run_1/flops_by_reg.png
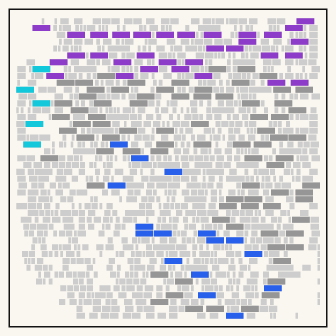
run_1/layer_met2.png
Cells faint in the background.
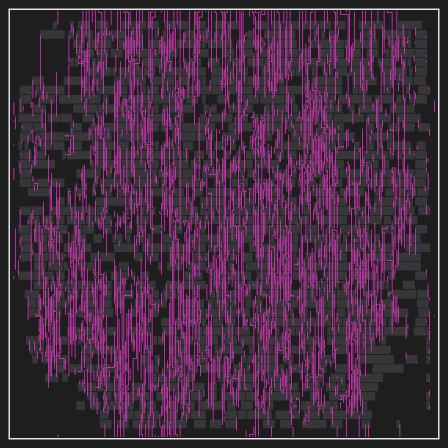
run_1/cell_density.png
13 x 13 tiles, from white (low) to dark blue (high), 0 to 100% covered.
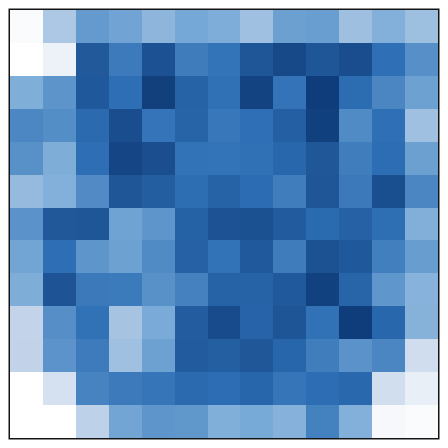
Design copiador_hd_mem_instr, sky130hd; sources not shown.
==> design notes, run 1 <==
The run finished with clean final reports. After synthesis, the share of cell area in mux cells is 4.406%. The final tally of hold violations came out at 0.

Grouping non-sequential cells by family puts the most area in AND-OR/OR-AND gates. The non-clock buffer instance count of the final layout is 253, and the area reported by Yosys stat is 0.007526 mm². Of the total standard cell area in the layout, the multi-input combinational portion is 42.75%. Pin placement for this block handled 173 I/O pins. In the layout the tool counted multi-input logic cells amounting to 709. Per the placement log, port buffering inserted 156 buffers. The maximum fanout encountered on the critical timing path is 7. For this run, the detailed router reports a per-instance via density of 5.596.

Summing the areas of all fa, ha and maj instances in the mapped netlist gives 6.185% of the synthesized area. The timing report lists the critical path depth as 14 cells. At the later pin of the worst-skew pair, clock insertion delay measures 430 ps. The routed wire length per instance is 16.33 µm. The final layout report lists a non-clock inverter count of 21.

The critical path goes through clkdlybuf4s50_1 > ha_1 > fa_1 > a211oi_2 > o21ai_1 > a31oi_2 > buf_4 > nor3b_1 > o2111ai_1 > o32a_4 > or3_1 > buf_4 > a31oi_1 > nor2_1. The number of levels in the clock H-tree was 4. The post-place setup slack is -301.5 ps.

The tool warning count for the run is 27. The path category of the worst min-delay check is reg -> reg. The cell area power density was 271.0 mW/mm².

The run gives 0.9505 for the weighted congestion at the end of routability-driven global placement. The register with the most flip-flops in the layout has 32 of them. The summed area of non-filler cells in the final layout is 0.01031 mm².

Slew at the pin closest to its max-slew limit: 874.1 ps. In this build the clock could be raised as far as 0.2243 GHz. The run gives 5 as the count of TritonRoute iterations in the first routing pass. With the register area share after synthesis at 35.64%, the cell depth of the worst min-delay path is 2.

The tool flagged a number of max-cap violations equal to 0. For the global-route wire length before repair, the log shows 35330 µm. The repair_antennas step left the layout with diodes totalling 0. The run gives 0.007526 mm² for the post-synthesis cell area.

The post-placement cell area came out at 0.009667 mm². With the final critical-path share of the clock period at 96.94%, the depth of the worst register-to-register path is 15. Per the slew report, the remaining headroom to the max-slew limit stands at 41.73%. The last timing report of the flow puts the setup violation total at 0.

The run gives 44 for the standard-cell row count. Yosys reported that registers with async set or reset make up 0%. Pins over their slew limit in the final report were tallied at 0. The number of nets with antenna violations after detailed routing is 0. The count of synthesis-stage warnings from yosys came out at 0.

The final period demand of the worst path came out at 4459 ps. The main flop type after synthesis was sky130_fd_sc_hd__dfxtp_1. The non-clock buffer share of cell area was 22.78%. The critical path contains buffers and inverters numbering 3 combined. The main area contributors are sky130_fd_sc_hd__dfxtp_1 36%, sky130_fd_sc_hd__a21oi_1 7.6%, sky130_fd_sc_hd__nand2_1 6.3%.

The run gives 5.449% for the fraction of area in clock buffers and inverters. Counting the buffers created by CTS gives 17. Cell repeated most along the worst path: sky130_fd_sc_hd__buf_4.

The die area came out at 0.01574 mm². The final layout contains 1250 nets. The horizontal die size is 125.5 µm. The run gives 13.23% for the fraction of final layout cells sized beyond drive strength 1.

On the reported timing paths, the clock transition at the registers reads 60 ps. The worst-case register-to-register setup slack came out at 710 ps. The peak per-stage delay on the critical path was 430 ps; the setup slack after layout was 140.7 ps. Top cell type by total area after synthesis: sky130_fd_sc_hd__dfxtp_1.

The run gives 59 as the largest net degree at the start of global routing. The total overflow left after global routing is 0. Setup repair after global routing left no endpoint under its margin.

After the first detailed-routing iteration, the DRC count stood at 604. Of the post-synthesis cell area, the dominant cell type holds 35.64%. The logs give 3.937 nW for the reported leakage power and 231.8 µV for the largest voltage drop on the vdd net. The logs give 4750 ps for the arrival time at the worst endpoint and 0 for the number of buffers inserted for hold repair after clock tree synthesis. The tools report the via count of the first global-routing pass as 7023.

The run gives 930 as the yosys stat cell total. The initial antenna violation count is 0. Per the layout report, the design carries 1209 filler cells. Compound-cell area share of the yosys netlist: 20.91%. A synthesized cell averages 8.092 µm². After technology mapping, the gate count stands at 930. The run gives 134 for the flop count. The data required time reported for the critical path is 4890 ps.

The run gives 20.45% for the area share of and/or/nand/nor cells after synthesis. The count of distinct cell types in the synthesized netlist is 69, and the sink count of the clock tree is 134. The synthesis stat section lists a flop and latch total of 134.

Area added between synthesis and finish: 36.99%. In this run the deepest clock path goes through 2 buffers. The vertical die dimension reported for this design is 125.5 µm.

Per the CTS log, the root buffer master is sky130_fd_sc_hd__clkbuf_16. The run gives 184 for the inserted tap cell count. The tools report the nature of the critical path endpoint as a flop. The post-synth count of flops with an enable pin is 0.

The timing report attributes the biggest portion of critical-path delay to AND-OR/OR-AND gates. The startpoint-to-endpoint class of the critical path was in -> reg. The worst setup path is launched from an input port. The run gives 27.30% for the total track usage.

The total half-perimeter wirelength after legalization and detailed placement is 15930 µm. The worst clock skew on the final layout came out at 6.665 ps. Looking at the critical path, the single cell with the biggest stage delay is sky130_fd_sc_hd__o32a_4. The final layout report lists a clock buffer count of 22. The most area-hungry cell class in the final design was combinational gates.
About flops_by_reg.png:
purple -> dadoMemInstr  # flops 32, where a horizontal strip, top
cyan -> setor  # flops 5
blue -> base_q  # flops 16
not coloured = 81
power drawn by the sequential cells: 0.00116 W
flip-flop and latch share of the layout cell area: 26.02%
final core utilization: 71.21%
combined flip-flop and latch cell area: 0.002683 mm²

About layer_met2.png:
nets with wire on the layer = 1060
wire length on this layer = 10400 µm
via total after detailed routing: 7460
global-route track usage on met2: 44.61%
routed wire length: 21770 µm

About cell_density.png:
tiles over 75% full = 38%
mean over tiles = 64%
emptiest ninth of the die = south-west
area of the core: 0.01448 mm²
Core Util at FP: 51.98%

## run 1: worst reg2reg max path: cells and delay by family, from the launching register on
kind,cells,cell delay [ps]
AOI/OAI and AO/OA,7,1560
adders and majority gates,2,640
and+or+nand+nor,4,630
xor gates and xnor gates,2,470
DFF,1,460
## run 1: through the flow
step / power, W / cells / utilization, % / TNS, ps / hold slack, ps
global route: 0.002895 / 1333 / 71.21 / 0 / 473.5
CTS: 0.002805 / 1329 / 70.64 / 0 / 454.0
global placement: 0.001510 / 1297 / 66.76 / -17830 / 439.7
detailed placement: 0.001510 / 1297 / 66.76 / -22640 / 445.7
finish: 0.002794 / 1333 / 71.21 / 0 / 451.8
floorplan: 0.001343 / 945 / - / 0 / 443.1
## run 1: Yosys cell counts, drive strengths merged, types with 5 or more instances
cell / count
xnor2: 31
clkbuf: 40
a21oi: 115
nor2b: 5
a311oi: 15
o21a: 8
a211oi: 21
inv: 20
dfxtp: 134
and2: 7
nand2: 126
mux2i: 32
xor2: 15
buf: 41
nand2b: 6
o21ai: 49
nor3: 18
nor4: 11
ha: 34
nor2: 68
nand4: 7
a31oi: 9
nand3: 43
and3: 12
a21o: 7
## run 1: cells in the final DEF, fill, tap and decap left out, types with 6 or more instances in the layout
cell type / instances
sky130_fd_sc_hd__a31oi_1: 8
sky130_fd_sc_hd__inv_1: 20
sky130_fd_sc_hd__o21ai_0: 44
sky130_fd_sc_hd__nand2_1: 126
sky130_fd_sc_hd__dfxtp_1: 134
sky130_fd_sc_hd__conb_1: 16
sky130_fd_sc_hd__nand3_1: 43
sky130_fd_sc_hd__xor2_1: 15
sky130_fd_sc_hd__xnor2_1: 31
sky130_fd_sc_hd__a311oi_1: 15
sky130_fd_sc_hd__nand4_1: 7
sky130_fd_sc_hd__a21o_1: 7
sky130_fd_sc_hd__a21oi_1: 115
sky130_fd_sc_hd__ha_1: 34
sky130_fd_sc_hd__buf_4: 93
sky130_fd_sc_hd__clkdlybuf4s50_1: 154
sky130_fd_sc_hd__nor4_1: 8
sky130_fd_sc_hd__and3_1: 12
sky130_fd_sc_hd__o21a_1: 8
sky130_fd_sc_hd__nand2b_1: 6
sky130_fd_sc_hd__nor2_1: 67
sky130_fd_sc_hd__mux2i_1: 31
sky130_fd_sc_hd__a211oi_1: 16
sky130_fd_sc_hd__nor3_1: 16
sky130_fd_sc_hd__clkbuf_16: 18
## run 1: layer usage
layer	share of wire, %	vias to the layer above	track usage [%]
li1	-	3680	-
met2	48	218	44.61
met5	0	-	0
met3	4.7	43	5.092
met4	2.4	0	10.13
met1	45	3519	35.99
## run 1: what timing repair did
| action | CTS | global route |
|---|---|---|
| buffers inserted | 0 | 3 |
| endpoints found under the setup margin | 0 | 70 |
| resized | 0 | 10 |
## run 1: power by group
group          leakage [nW]  internal [W]  total, W  switching (W)
clock network         0.279      0.000775   0.00130       0.000523
logic                  2.58      0.000173  0.000334       0.000160
registers              1.08       0.00116   0.00116    0.000000434
total                  3.94       0.00211   0.00279       0.000684
==> run 1 -> run 2 <==
CTS_CLUSTER_SIZE = 24   (was default)
run_2/layer_met1.png
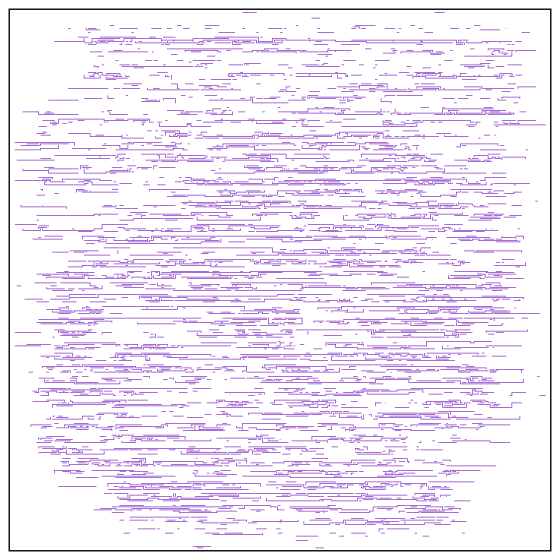
nets with wire on the layer = 1141
share of all routed wire = 45%
global routing met1 resource utilization: 35.99%

==> design notes, run 2 <==
For reference, the top cells by count after synthesis are 134 x sky130_fd_sc_hd__dfxtp_1, 126 x sky130_fd_sc_hd__nand2_1, 115 x sky130_fd_sc_hd__a21oi_1. The slowest cell on the critical path is sky130_fd_sc_hd__o32a_4. In the final layout, the share of cells above drive strength 1 is 13.23%. Setup violation total in the final timing report: 0. Recorded from the global router log, the overflow total was 0. The horizontal die size is 125.5 µm, and the count of distinct cell types in the synthesized netlist is 69. In this run the count of I/O pins placed on the die edge is 173. The critical path contains buffers and inverters numbering 3 combined. Buffer depth of the longest clock path: 2. STA classifies the critical path startpoint as an input port. After its last routability iteration, the placer logged a weighted congestion of 0.9505.

The first detailed-routing pass ran for 5 iterations. The tools report the final tally of max-slew violations as 0. Per the skew report, the later register of the worst-skew pair sees a clock latency of 430 ps. The timing report shows the most common cell along the critical path to be sky130_fd_sc_hd__buf_4. The flow ran to the end, and the final reports show no timing, DRC or antenna violations. With the maximum fanout encountered on the critical timing path at 7, the depth of the worst register-to-register path is 15. The area growth from synthesis to layout is 36.99%.

Dividing the detail-routed via count by the number of cells gives 5.596. In this run the VDD rail shows a maximum IR drop of 231.8 µV. The synthesized design contains 0 enable-type register cells. Setup repair after global routing left no endpoint under its margin. Each instance of the synthesized netlist takes up on average 8.092 µm². The report lists the cells along the critical path as clkdlybuf4s50_1 > ha_1 > fa_1 > a211oi_2 > o21ai_1 > a31oi_2 > buf_4 > nor3b_1 > o2111ai_1 > o32a_4 > or3_1 > buf_4 > a31oi_1 > nor2_1.

The routed wire length per instance works out to 16.33 µm. Port buffering added 156 buffers. The synthesized netlist was found by Yosys to have 930 cells.

OpenROAD emitted warnings numbering 27. For the final database, setup skew stands at 6.665 ps. The sink count of the clock tree was 134; the via count of the first global-routing pass was 7023. The critical path endpoint has a required time of 4890 ps. The tools report the worst-case register-to-register setup slack as 710 ps. Total power normalized to cell area comes to 271.0 mW/mm². In this run, the synthesized area fraction spent on and/or/nand/nor cells is recorded as 20.45%. The worst setup path is of the in -> reg kind. Dominant kind of combinational cell: AND-OR/OR-AND gates. The peak per-stage delay on the critical path works out to 430 ps. The top cell type by area accounts for 35.64% of the synthesized area.

At the end of the flow, the number of nets in the layout was 1250. The tools report the total half-perimeter wirelength after legalization and detailed placement as 15930 µm. The final wirelength was 21770 µm.

The global-route wire length before repair was 35330 µm. On the critical path the largest part of the delay comes from AND-OR/OR-AND gates. On the worst setup and hold paths after CTS, the clock-pin slew comes to 60 ps. The layout report lists the combined flip-flop and latch area as 0.002683 mm². For this run, the number of Yosys warnings is 0. The worst path needs 4459 ps of the cycle, external delays included. With the adder and majority gate portion of the synthesized area at 6.185%, the layout filler cell count is 1209. The final antenna diode tally reported by the flow is 0. The chip occupies 0.01574 mm².

The number of placed instances with taps included is 1297. Across the run, the number of max-cap violations was 0. With the die boundary height at 125.5 µm, the cell depth of the worst min-delay path is 2. In the finished design, the share of the clock period the worst path needs comes to 96.94%. The most frequently used cell type in the post-synthesis netlist was sky130_fd_sc_hd__dfxtp_1. For this run, the register share of the synthesized area comes to 35.64%. Path category of the worst min-delay check: reg -> reg. Nets still carrying antenna violations after routing amount to 0. With the final core utilization at 71.21%, the async set or reset register ratio after synthesis is 0%. Timing would allow up to 0.2243 GHz. The STA report counts the stages on the worst setup path as 14. For the via count, the log shows 7460.

Global routing used 27.30% of the available tracks. In the layout the commonest cells are 154 x sky130_fd_sc_hd__clkdlybuf4s50_1, 134 x sky130_fd_sc_hd__dfxtp_1, 126 x sky130_fd_sc_hd__nand2_1, 115 x sky130_fd_sc_hd__a21oi_1, 93 x sky130_fd_sc_hd__buf_4. STA classifies the critical path endpoint as a flop. In the synthesized netlist, the number of instances is 930. The floorplan step defined a core boundary enclosing 0.01448 mm².

The compound-cell area share of the yosys netlist is 20.91%, and the largest net degree at the start of global routing is 59. The run gives 0 as the initial antenna violation count. Post-synth the commonest register cell is sky130_fd_sc_hd__dfxtp_1. The mapped netlist covers 0.007526 mm². The final tally of hold violations was 0; the smallest hold slack was 451.8 ps.

With the number of buffers inserted for hold repair after clock tree synthesis at 0, the number of flip-flops and latches in the synthesized netlist is 134. The chip area line in the Yosys stat output reads 0.007526 mm². The top cell type in the final layout, fill and taps aside, is sky130_fd_sc_hd__clkdlybuf4s50_1. The violation tally from detailed-route iteration zero came out at 604.

The synthesized design spends more area on one cell type than any other, namely sky130_fd_sc_hd__dfxtp_1.
[run 2: cell type report]
| class | count | share of cell area, % |
|---|---|---|
| clock inverter | 10 | 0.9466 |
| inverter | 21 | 0.7646 |
| multi-input combinational | 709 | 42.75 |
| clock buffer | 22 | 4.502 |
| tap | 184 | 2.233 |
| sequential | 134 | 26.02 |
| timing repair buffer | 253 | 22.78 |
[run 2: per-stage QoR]
step / power [W] / area (µm²) / worst slack, ps / TNS [ps]
final: 0.002794 / 10310 / 140.7 / 0
after global routing: 0.002895 / 10310 / 4.195 / 0
after CTS: 0.002805 / 10230 / 147.1 / 0
after detailed placement: 0.001510 / 9667 / -301.5 / -22640
after global placement: 0.001510 / 9667 / -254.9 / -17830
after floorplan: 0.001343 / 7582 / 301.5 / 0
[run 2: power by group]
| part | internal [W] | total (W) | switching [W] | leakage, nW |
|---|---|---|---|---|
| Clock | 0.000775 | 0.00130 | 0.000523 | 0.279 |
| Sequential | 0.00116 | 0.00116 | 0.000000434 | 1.08 |
| Combinational | 0.000173 | 0.000334 | 0.000160 | 2.58 |
| Total | 0.00211 | 0.00279 | 0.000684 | 3.94 |
[run 2: cell families after synthesis]
group | Yosys count
AOI/OAI and AO/OA | 253
xor gates and xnor gates | 46
adders and majority gates | 36
buffers and inverters | 102
DFF | 134
muxes | 33
other | 1
and+or+nand+nor | 325
[run 2: worst reg2reg max path, cell delays in order (launching register included)]
cell	delay, ps
sky130_fd_sc_hd__dfxtp_1	460
sky130_fd_sc_hd__ha_1	280
sky130_fd_sc_hd__and3_1	260
sky130_fd_sc_hd__nand2_1	130
sky130_fd_sc_hd__xnor2_1	330
sky130_fd_sc_hd__ha_1	360
sky130_fd_sc_hd__and2_1	190
sky130_fd_sc_hd__a31oi_1	140
sky130_fd_sc_hd__o31ai_1	120
sky130_fd_sc_hd__o41ai_1	550
sky130_fd_sc_hd__o2111ai_1	210
sky130_fd_sc_hd__a21oi_1	210
sky130_fd_sc_hd__xnor2_1	140
sky130_fd_sc_hd__nor2_1	50
sky130_fd_sc_hd__a21oi_1	230
sky130_fd_sc_hd__a211oi_2	100
[run 2: layer usage]
metal / up-vias / wire length (µm) / track usage, %
met5: - / 0 / 0
met4: 0 / 527 / 10.13
met3: 43 / 1019 / 5.092
met2: 218 / 10420 / 44.61
met1: 3519 / 9806 / 35.99
li1: 3680 / - / -
[run 2: what timing repair did]
action	in CTS	in global routing
endpoints found under the setup margin	0	70
gates resized	0	10
setup buffers	0	3
Power is estimated from default activity; no workload was simulated.
